==> run_1/met4.png <==
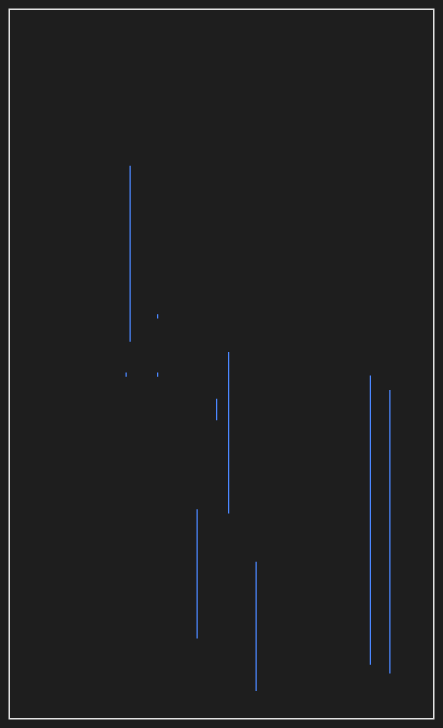
==> run_1/met3.png <==
Bar = 20 um.
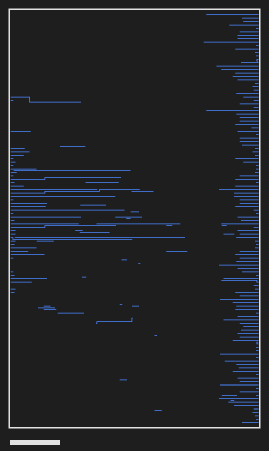
==> run_1/met1.png <==
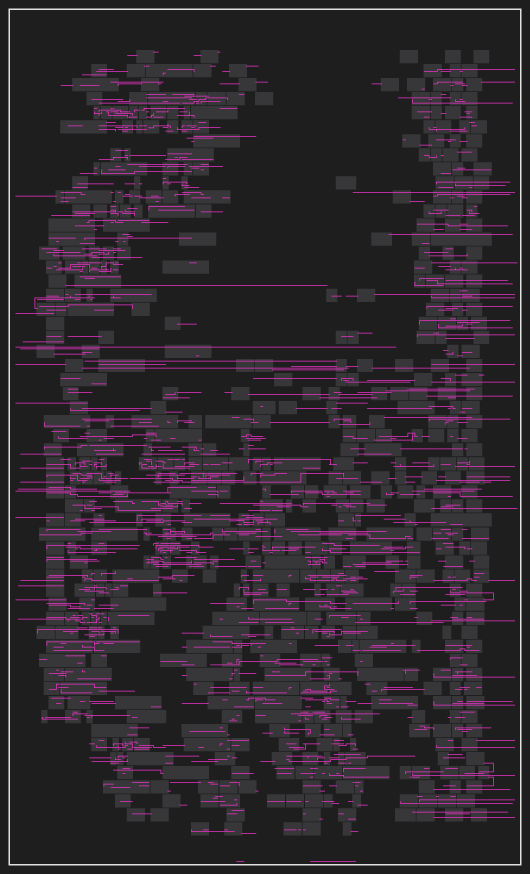
## src/rtl/router_rx_controller.sv

```systemverilog
// Receive-side packet controller: decapsulates the header at the head of the
// receive FIFO, then streams the payload into local memory or drains it.
module router_rx_controller #(
  parameter int unsigned AURORA_DATA_WIDTH      = 64,
  parameter int unsigned ADDR_WIDTH             = 10,
  parameter int unsigned NUMBER_PACKET          = 19,
  parameter int unsigned RECOGNIZE_ROUTER_WIDTH = 2,
  parameter logic [RECOGNIZE_ROUTER_WIDTH-1:0] LOCAL_ROUTER_ID = '0
) (
  input  logic                         clk,
  input  logic                         rst_n,
  input  logic                         rx_empty,
  input  logic [AURORA_DATA_WIDTH-1:0] rx_data,
  output logic                         rx_rd_en,
  output logic                         start_decap_pkt,
  input  logic                         decap_done,
  input  logic [8:0]                   header_pkt_recv,
  input  logic [ADDR_WIDTH-1:0]        dst_addr_arbiter_recv,
  output logic                         arbiter_write_req,
  input  logic                         arbiter_write_gnt,
  output logic [ADDR_WIDTH-1:0]        arbiter_dst_addr,
  output logic                         mem_we,
  output logic [ADDR_WIDTH-1:0]        mem_addr,
  output logic [AURORA_DATA_WIDTH-1:0] mem_wdata,
  output logic [1:0]                   rx_src_router,
  output logic                         rx_done,
  output logic                         rx_drop,
  output logic [15:0]                  rx_pkt_cnt,
  output logic [15:0]                  rx_drop_cnt
);

  localparam int unsigned   CNT_W     = $clog2(NUMBER_PACKET + 1);
  localparam logic [CNT_W-1:0] LAST_WORD = CNT_W'(NUMBER_PACKET - 1);
  localparam logic [15:0]   CNT_MAX   = 16'hFFFF;

  typedef enum logic [3:0] {
    IDLE,
    START_DECAP,
    WAIT_DECAP,
    POP_HDR,
    WRITE_REQ,
    WRITE_DATA,
    DRAIN,
    DONE_OK,
    DONE_DROP
  } state_t;

  state_t           state;
  state_t           state_n;
  logic [CNT_W-1:0] cnt;
  logic [1:0]       hdr_ttl;
  logic [1:0]       hdr_dst;
  logic [1:0]       hdr_src;
  logic             accept_c;
  logic             cnt_inc_c;
  logic             unused_hdr_rsvd;

  assign unused_hdr_rsvd = ^header_pkt_recv[2:0];

  assign accept_c = (hdr_ttl != 2'd0) &&
                    (RECOGNIZE_ROUTER_WIDTH'(hdr_dst) == LOCAL_ROUTER_ID);

  // Address and data are forced to zero outside an actual write cycle.
  assign mem_addr  = mem_we ? (arbiter_dst_addr + ADDR_WIDTH'(cnt)) : '0;
  assign mem_wdata = mem_we ? rx_data : '0;

  always_ff @(posedge clk or negedge rst_n) begin
    if (!rst_n) state <= IDLE;
    else        state <= state_n;
  end

  always_comb begin
    state_n           = state;
    rx_rd_en          = 1'b0;
    mem_we            = 1'b0;
    start_decap_pkt   = 1'b0;
    arbiter_write_req = 1'b0;
    rx_done           = 1'b0;
    rx_drop           = 1'b0;
    cnt_inc_c         = 1'b0;
    case (state)
      IDLE: begin
        if (!rx_empty) state_n = START_DECAP;
      end
      START_DECAP: begin
        start_decap_pkt = 1'b1;
        state_n         = WAIT_DECAP;
      end
      WAIT_DECAP: begin
        if (decap_done) state_n = POP_HDR;
      end
      POP_HDR: begin
        rx_rd_en = 1'b1;
        state_n  = accept_c ? WRITE_REQ : DRAIN;
      end
      WRITE_REQ: begin
        arbiter_write_req = 1'b1;
        if (arbiter_write_gnt) state_n = WRITE_DATA;
      end
      WRITE_DATA: begin
        arbiter_write_req = 1'b1;
        if (!rx_empty && arbiter_write_gnt) begin
          mem_we    = 1'b1;
          rx_rd_en  = 1'b1;
          cnt_inc_c = 1'b1;
          if (cnt == LAST_WORD) state_n = DONE_OK;
        end
      end
      DRAIN: begin
        if (!rx_empty) begin
          rx_rd_en  = 1'b1;
          cnt_inc_c = 1'b1;
          if (cnt == LAST_WORD) state_n = DONE_DROP;
        end
      end
      DONE_OK: begin
        rx_done = 1'b1;
        state_n = IDLE;
      end
      DONE_DROP: begin
        rx_drop = 1'b1;
        state_n = IDLE;
      end
      default: state_n = IDLE;
    endcase
  end

  // Header latch, word counter and saturating packet statistics.
  always_ff @(posedge clk or negedge rst_n) begin
    if (!rst_n) begin
      cnt              <= '0;
      hdr_ttl          <= '0;
      hdr_dst          <= '0;
      hdr_src          <= '0;
      arbiter_dst_addr <= '0;
      rx_src_router    <= '0;
      rx_pkt_cnt       <= '0;
      rx_drop_cnt      <= '0;
    end else begin
      if (state == WAIT_DECAP && decap_done) begin
        hdr_ttl          <= header_pkt_recv[8:7];
        hdr_dst          <= header_pkt_recv[6:5];
        hdr_src          <= header_pkt_recv[4:3];
        arbiter_dst_addr <= dst_addr_arbiter_recv;
      end
      if (state == POP_HDR) begin
        cnt <= '0;
        if (accept_c) rx_src_router <= hdr_src;
      end else if (cnt_inc_c) begin
        cnt <= cnt + CNT_W'(1);
      end
      if (state == DONE_OK && rx_pkt_cnt != CNT_MAX)
        rx_pkt_cnt <= rx_pkt_cnt + 16'd1;
      if (state == DONE_DROP && rx_drop_cnt != CNT_MAX)
        rx_drop_cnt <= rx_drop_cnt + 16'd1;
    end
  end

endmodule

```

## config.mk

```make
export PLATFORM = sky130hd
export DESIGN_NAME = router_rx_controller
export DESIGN_NICKNAME = d
export VERILOG_FILES = /design/src/rtl/router_rx_controller.sv
export SDC_FILE = /design/constraint.sdc
export NUM_CORES = 1
export LEC_CHECK = 0
export CELL_PAD_IN_SITES_DETAIL_PLACEMENT = 0
export CELL_PAD_IN_SITES_GLOBAL_PLACEMENT = 1
export CORE_ASPECT_RATIO = 1.75
export CORE_MARGIN = 5
export CORE_UTILIZATION = 25
export DETAILED_ROUTE_END_ITERATION = 7
export PLACE_DENSITY = 0.77
export REMOVE_ABC_BUFFERS = 1
export SLEW_MARGIN = 20
export SYNTH_ARGS = -nofsm -noshare
export SYNTH_HDL_FRONTEND = slang
export SYNTH_SLANG_ARGS = --single-unit
export TNS_END_PERCENT = 100
```

## constraint.sdc

```tcl
create_clock -name clk -period 2.7 [get_ports clk]
set_clock_uncertainty 0.1 [all_clocks]
set_input_delay 0.54 -clock clk [delete_from_list [all_inputs] [get_ports clk]]
set_output_delay 0.54 -clock clk [all_outputs]
set_load 0.005 [all_outputs]
```

==> impl_metrics.py, run 1 <==
# Metrics from the implementation run
metrics = {
    "status": {
        "status": "finished, violations left",
        "violations": "negative setup slack",
    },
    "logic_synthesis": {
        "adder_share_pct": 3.843,
        "syn_area_um2": 3451,
        "area_leaders": "dfrtp_1 43%, and2_1 12%, mux2_2 6.9%",
        "top_cells_by_count": "67 x and2_1, 59 x dfrtp_1, 25 x nor2_1",
        "syn-instance-count": 350,
        "ys_sh_aoi_pct": 6.672,
        "ys_ff": 59,
        "simple_gate_area_share_pct": 27.85,
        "yosysMostFrequentCell": "and2_1",
        "top_area_share_pct": 42.78,
        "seq_area_frac_synth_pct": 42.78,
        "synthMuxAreaShare_pct": 7.143,
        "syn_avg_cell_area_um2": 9.859,
        "async_reset_ff_share_pct": 100.0,
        "ys_cells": 350,
        "edf_count": 0,
        "synth.distinct_cells": 42,
        "topCombFamilyByArea": "simple AND/OR/NAND/NOR gates",
        "ys.flop_type": "dfrtp_1",
        "synth-xor-area-share_pct": 9.137,
        "top_area_cell": "dfrtp_1",
    },
    "detailed_routing": {
        "routedWlPerCell_um": 17.40,
        "dr_wl_met3_um": 1633,
        "ant_nets": 0,
        "wl_met1_um": 4741,
        "viasPerCell": 4.667,
        "route.met2.wl_um": 6762,
        "num_vias": 3617,
        "wirelength_um": 13480,
        "drtIter0Drc": 139,
        "first_pass_iters": 5,
        "route.detailed.drc": 0,
        "top_layer": "met5",
    },
    "run": {
        "warnings": 31,
        "drv_cap": 0,
    },
    "setup_path": {
        "cp-startpoint": "cnt[0]$_DFFE_PN0P_",
        "crit_slowest_cell": "dfrtp_1",
        "path_depth": 8,
        "crit_type": "reg -> out",
        "cp_data_arrival_time_ns": 2.15,
        "cp-end-kind": "primary output",
        "r2r-end": "rx_pkt_cnt[7]$_DFFE_PN0P_",
        "path_buffers": 1,
        "path_cells": "ha_4 > fa_2 > a211oi_2 > nor2_2 > o21ai_2 > xor2_1 > nor2_1 > clkbuf_2",
        "regToRegStartpoint": "rx_pkt_cnt[2]$_DFFE_PN0P_",
        "cp-start-kind": "flop",
        "critPathMaxStageDelay_ns": 0.43,
        "critPathCapture": "mem_addr[6]",
        "worstRegToRegCells": 5,
        "ff2ff_setup_slack_ns": 0.64,
        "timing.critical_path.required_ns": 2.06,
        "path_max_fanout": 3,
    },
    "floorplanning": {
        "io_pins": 212,
        "die_h_um": 165.4,
        "num_rows": 56,
        "core_area_um2": 13450,
        "nWellTaps": 174,
        "die_w_um": 98.81,
        "chipArea_um2": 16350,
        "fp_util_pct": 25.65,
    },
    "finish": {
        "num-multi-input-gates": 271,
        "final_core_util_pct": 47.36,
        "nets": 693,
        "fillCellCount": 1299,
        "comb_area_share_pct": 31.07,
        "post_route_cells_drive_above_1_share_pct": 19.33,
        "n_antenna_cell": 1,
        "largestClassByArea": "buffers",
        "sh_seq_area_pct": 23.17,
        "seq_area_um2": 1476,
        "fin_cells": 775,
        "nNonClkBuffers": 248,
        "flop-count": 59,
        "clk_share_pct": 4.733,
        "logic_area_um2": 1979,
        "inverters": 6,
        "finalInstanceArea_um2": 6371,
        "clockBufferCount": 9,
        "final_cell_mix": "129 x clkdlybuf4s50_1, 66 x and2_1, 59 x dfrtp_1",
        "final_common_cell": "clkdlybuf4s50_1",
        "buffer_area_share_pct": 37.10,
    },
    "final_timing": {
        "worst_slew_pin_slew_ns": 0.5655,
        "fin_ws_ns": -0.08744,
        "report.final.hold_viol_count": 0,
        "final.setup.tns_ns": -0.2760,
        "timing.final.crit_period_ns": 2.787,
        "final-setup-viol-count": 4,
        "rsz0062_at_grt": "true",
        "max_freq_ghz": 0.3588,
        "finalCritPeriodShare_pct": 103.2,
        "hold_ws_ns": 0.01958,
    },
    "global_routing": {
        "gr-max-usage-layer": "met2",
        "grt_pass1_vias": 3775,
        "grt_max_degree": 47,
        "use_met1_pct": 16.73,
        "grt_pass1_wl_um": 20540,
        "antenna_found_initial": 5,
        "grtUsageTotal_pct": 16.19,
        "met2_usage_pct": 28.79,
    },
    "clock_network": {
        "clock_latency_ns": 0.32,
        "cts_max_level": 3,
        "cts_tree": "done",
        "root_buffer": "clkbuf_16",
        "cts_buffer_depth": 2,
        "clk_pin_slew_ns": 0.05,
        "cts_hold_buffers": 0,
        "clock-sinks": 59,
        "cts_buffers": 9,
    },
    "power_and_ir_drop": {
        "power.density_nw_per_um2": 693.1,
        "p_leak_nw": 2.973,
        "peakVddDrop_mv": 0.4589,
        "totalPowerFinal_mw": 4.416,
    },
    "placed_design": {
        "numPortBuffers": 208,
        "dp_hpwl_um": 10940,
        "pre_cts_slack_ns": -0.5883,
        "post_dp_cell_area_um2": 5937,
        "place_congestion": 0.8607,
        "place_inst": 749,
    },
    "min_path": {
        "hp-class": "in -> async",
    },
}
Notes on met4.png above:
wire length on this layer: 278 um
main direction: vertical
longest straight run: 67.3 um

Notes on met3.png above:
longest straight run: 67.2 um
nets with wire on the layer: 176
share of all routed wire: 12%
wire length on this layer: 1630 um

Notes on met1.png above:
share of all routed wire: 35%
main direction: horizontal
nets with wire on the layer: 586
wire length on this layer: 4740 um

## run 1: repair_timing
| action | in CTS | in global routing |
|---|---|---|
| gates cloned | 2 | 0 |
| pin swaps | 15 | 18 |
| gates resized | 125 | 23 |
| buffers inserted | 5 | 5 |
| endpoints found under the setup margin | 76 | 33 |
## run 1: flip-flops by register name, summed over array words and instances (netlist names)
name / cells
state: 4
cnt: 5
hdr_dst: 2
rx_src_router: 2
hdr_src: 2
hdr_ttl: 2
rx_pkt_cnt: 16
arbiter_dst_addr: 10
rx_drop_cnt: 16
## run 1: where the power goes
group | switching [mW] | internal, mW | leakage [nW]
clock network | 0.424 | 0.718 | 0.142
registers | 0.211 | 1.11 | 0.775
logic | 0.815 | 1.14 | 2.06
==> run_1/final_clocks.png <==
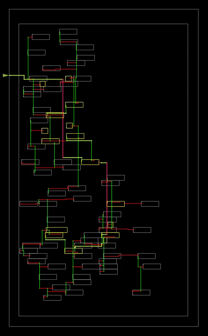

==> run 2, diff against run 1 <==
--- a/config.mk
+++ b/config.mk
@@ -13,6 +13,7 @@
 export DETAILED_ROUTE_END_ITERATION = 7
 export PLACE_DENSITY = 0.77
 export REMOVE_ABC_BUFFERS = 1
+export SKIP_CTS_REPAIR_TIMING = 1
 export SLEW_MARGIN = 20
 export SYNTH_ARGS = -nofsm -noshare
 export SYNTH_HDL_FRONTEND = slang
==> run_2/final_clocks.png <==
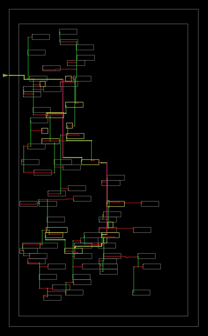
Sink Count: 59
CTS Buf Count: 9
Worst-Skew Late Latency: 0.32 ns
CLK BUF: 9

==> impl_metrics.py, run 2 <==
# Metrics from the implementation run
metrics = {
    "setup_path": {
        "crit_slowest_cell": "dfrtp_1",
        "r2r-end": "rx_pkt_cnt[7]$_DFFE_PN0P_",
        "path_buffers": 1,
        "cp-start-kind": "flop",
        "worstRegToRegCells": 5,
        "crit_type": "reg -> out",
        "path_depth": 8,
        "cp_data_arrival_time_ns": 2.14,
        "critPathCapture": "mem_addr[6]",
        "path_cells": "ha_2 > fa_2 > a211oi_2 > nor2_2 > o21ai_1 > xor2_1 > nor2_1 > dlymetal6s2s_1",
        "regToRegStartpoint": "rx_pkt_cnt[2]$_DFFE_PN0P_",
        "cp-end-kind": "primary output",
        "path_delay_family": "adder cells",
        "ff2ff_setup_slack_ns": 0.64,
        "timing.critical_path.required_ns": 2.06,
        "cp-startpoint": "cnt[0]$_DFFE_PN0P_",
        "path_max_fanout": 3,
        "critPathMaxStageDelay_ns": 0.41,
    },
    "placed_design": {
        "numPortBuffers": 208,
        "place_inst": 749,
        "post_dp_cell_area_um2": 5937,
        "place_congestion": 0.8607,
        "dp_hpwl_um": 10940,
        "pre_cts_slack_ns": -0.5883,
    },
    "run": {
        "drv_cap": 0,
        "warnings": 30,
    },
    "logic_synthesis": {
        "seq_area_frac_synth_pct": 42.78,
        "top_cells_by_count": "67 x and2_1, 59 x dfrtp_1, 25 x nor2_1",
        "ys_cells": 350,
        "top_area_cell": "dfrtp_1",
        "syn_avg_cell_area_um2": 9.859,
        "area_leaders": "dfrtp_1 43%, and2_1 12%, mux2_2 6.9%",
        "top_area_share_pct": 42.78,
        "adder_share_pct": 3.843,
        "syn_area_um2": 3451,
        "synth-xor-area-share_pct": 9.137,
        "ys_sh_aoi_pct": 6.672,
        "topCombFamilyByArea": "simple AND/OR/NAND/NOR gates",
        "synthMuxAreaShare_pct": 7.143,
        "ys_area_um2": 3451,
        "yosysMostFrequentCell": "and2_1",
        "synth.distinct_cells": 42,
        "ys.warnings.count": 0,
        "ys.flop_type": "dfrtp_1",
        "ys_ff": 59,
        "syn-instance-count": 350,
        "edf_count": 0,
        "async_reset_ff_share_pct": 100.0,
        "simple_gate_area_share_pct": 27.85,
    },
    "min_path": {
        "hp-class": "in -> async",
    },
    "detailed_routing": {
        "route.detailed.drc": 0,
        "wl_met1_um": 5063,
        "drtIter0Drc": 134,
        "routedWlPerCell_um": 17.61,
        "ant_nets": 0,
        "wirelength_um": 13600,
        "first_pass_iters": 4,
        "viasPerCell": 4.657,
        "route.met2.wl_um": 6878,
        "top_layer": "met5",
        "num_vias": 3595,
        "dr_wl_met3_um": 1442,
    },
    "finish": {
        "nets": 691,
        "post_route_cells_drive_above_1_share_pct": 17.06,
        "finalInstanceArea_um2": 6601,
        "final_common_cell": "clkdlybuf4s50_1",
        "fillCellCount": 1264,
        "final_core_util_pct": 49.07,
        "final_cell_mix": "129 x clkdlybuf4s50_1, 74 x dlymetal6s2s_1, 67 x and2_1",
        "reg_top3": "rx_drop_cnt: 16 flops, rx_pkt_cnt: 16 flops, arbiter_dst_addr: 10 flops",
        "syn2layout_area_growth_pct": 91.30,
        "n_antenna_cell": 0,
        "fin_cells": 772,
    },
    "final_timing": {
        "max_freq_ghz": 0.3599,
        "max-slew-margin-rel_pct": 61.95,
        "worst_slew_pin_slew_ns": 0.5655,
        "timing.final.crit_period_ns": 2.779,
        "final-setup-viol-count": 3,
        "rsz0062_at_grt": "true",
        "report.final.hold_viol_count": 0,
        "fin_ws_ns": -0.07874,
        "hold_ws_ns": 0.01925,
        "finalCritPeriodShare_pct": 102.9,
        "slew_violations": 0,
        "final.setup.tns_ns": -0.1557,
    },
    "floorplanning": {
        "num_rows": 56,
        "io_pins": 212,
        "core_area_um2": 13450,
        "fp_util_pct": 25.65,
        "die_w_um": 98.81,
        "die_h_um": 165.4,
        "chipArea_um2": 16350,
    },
    "power_and_ir_drop": {
        "peakVddDrop_mv": 0.4578,
        "p_leak_nw": 3.993,
        "totalPowerFinal_mw": 4.381,
        "power.density_nw_per_um2": 663.7,
    },
    "global_routing": {
        "antenna_found_initial": 5,
        "grtUsageTotal_pct": 15.57,
        "grt_max_degree": 47,
        "met3_usage_pct": 7.734,
        "overflow": 0,
        "gr-max-usage-layer": "met2",
        "grt_pass1_wl_um": 19800,
        "grt_pass1_vias": 3667,
        "met2_usage_pct": 27.72,
        "use_met1_pct": 16.29,
    },
    "clock_network": {
        "root_buffer": "clkbuf_16",
        "cts_tree": "done",
        "cts_buffer_depth": 2,
        "clk_pin_slew_ns": 0.05,
        "cts_max_level": 3,
    },
    "status": {
        "violations": "negative setup slack",
        "status": "finished, violations left",
    },
}
## run 2: cell counts after synthesis
Identical to the previous run, type by type.
## run 2: layout make-up
cell class | count | area [um2] | area share (%)
inverters | 6 | 30.03 | 0.4549
repair buffers | 246 | 2604 | 39.44
flip-flops and latches | 59 | 1478 | 22.38
clock buffers | 9 | 225.2 | 3.412
multi-input cells | 271 | 1971 | 29.85
well taps | 174 | 217.7 | 3.298
clock inverters | 7 | 76.32 | 1.156
## run 2: power breakdown
group | total, mW | switching (mW) | internal [mW]
clock | 1.14 | 0.426 | 0.718
combinational | 1.91 | 0.784 | 1.13
sequential | 1.33 | 0.217 | 1.11
total | 4.38 | 1.43 | 2.95
Power is estimated from default activity; no workload was simulated.
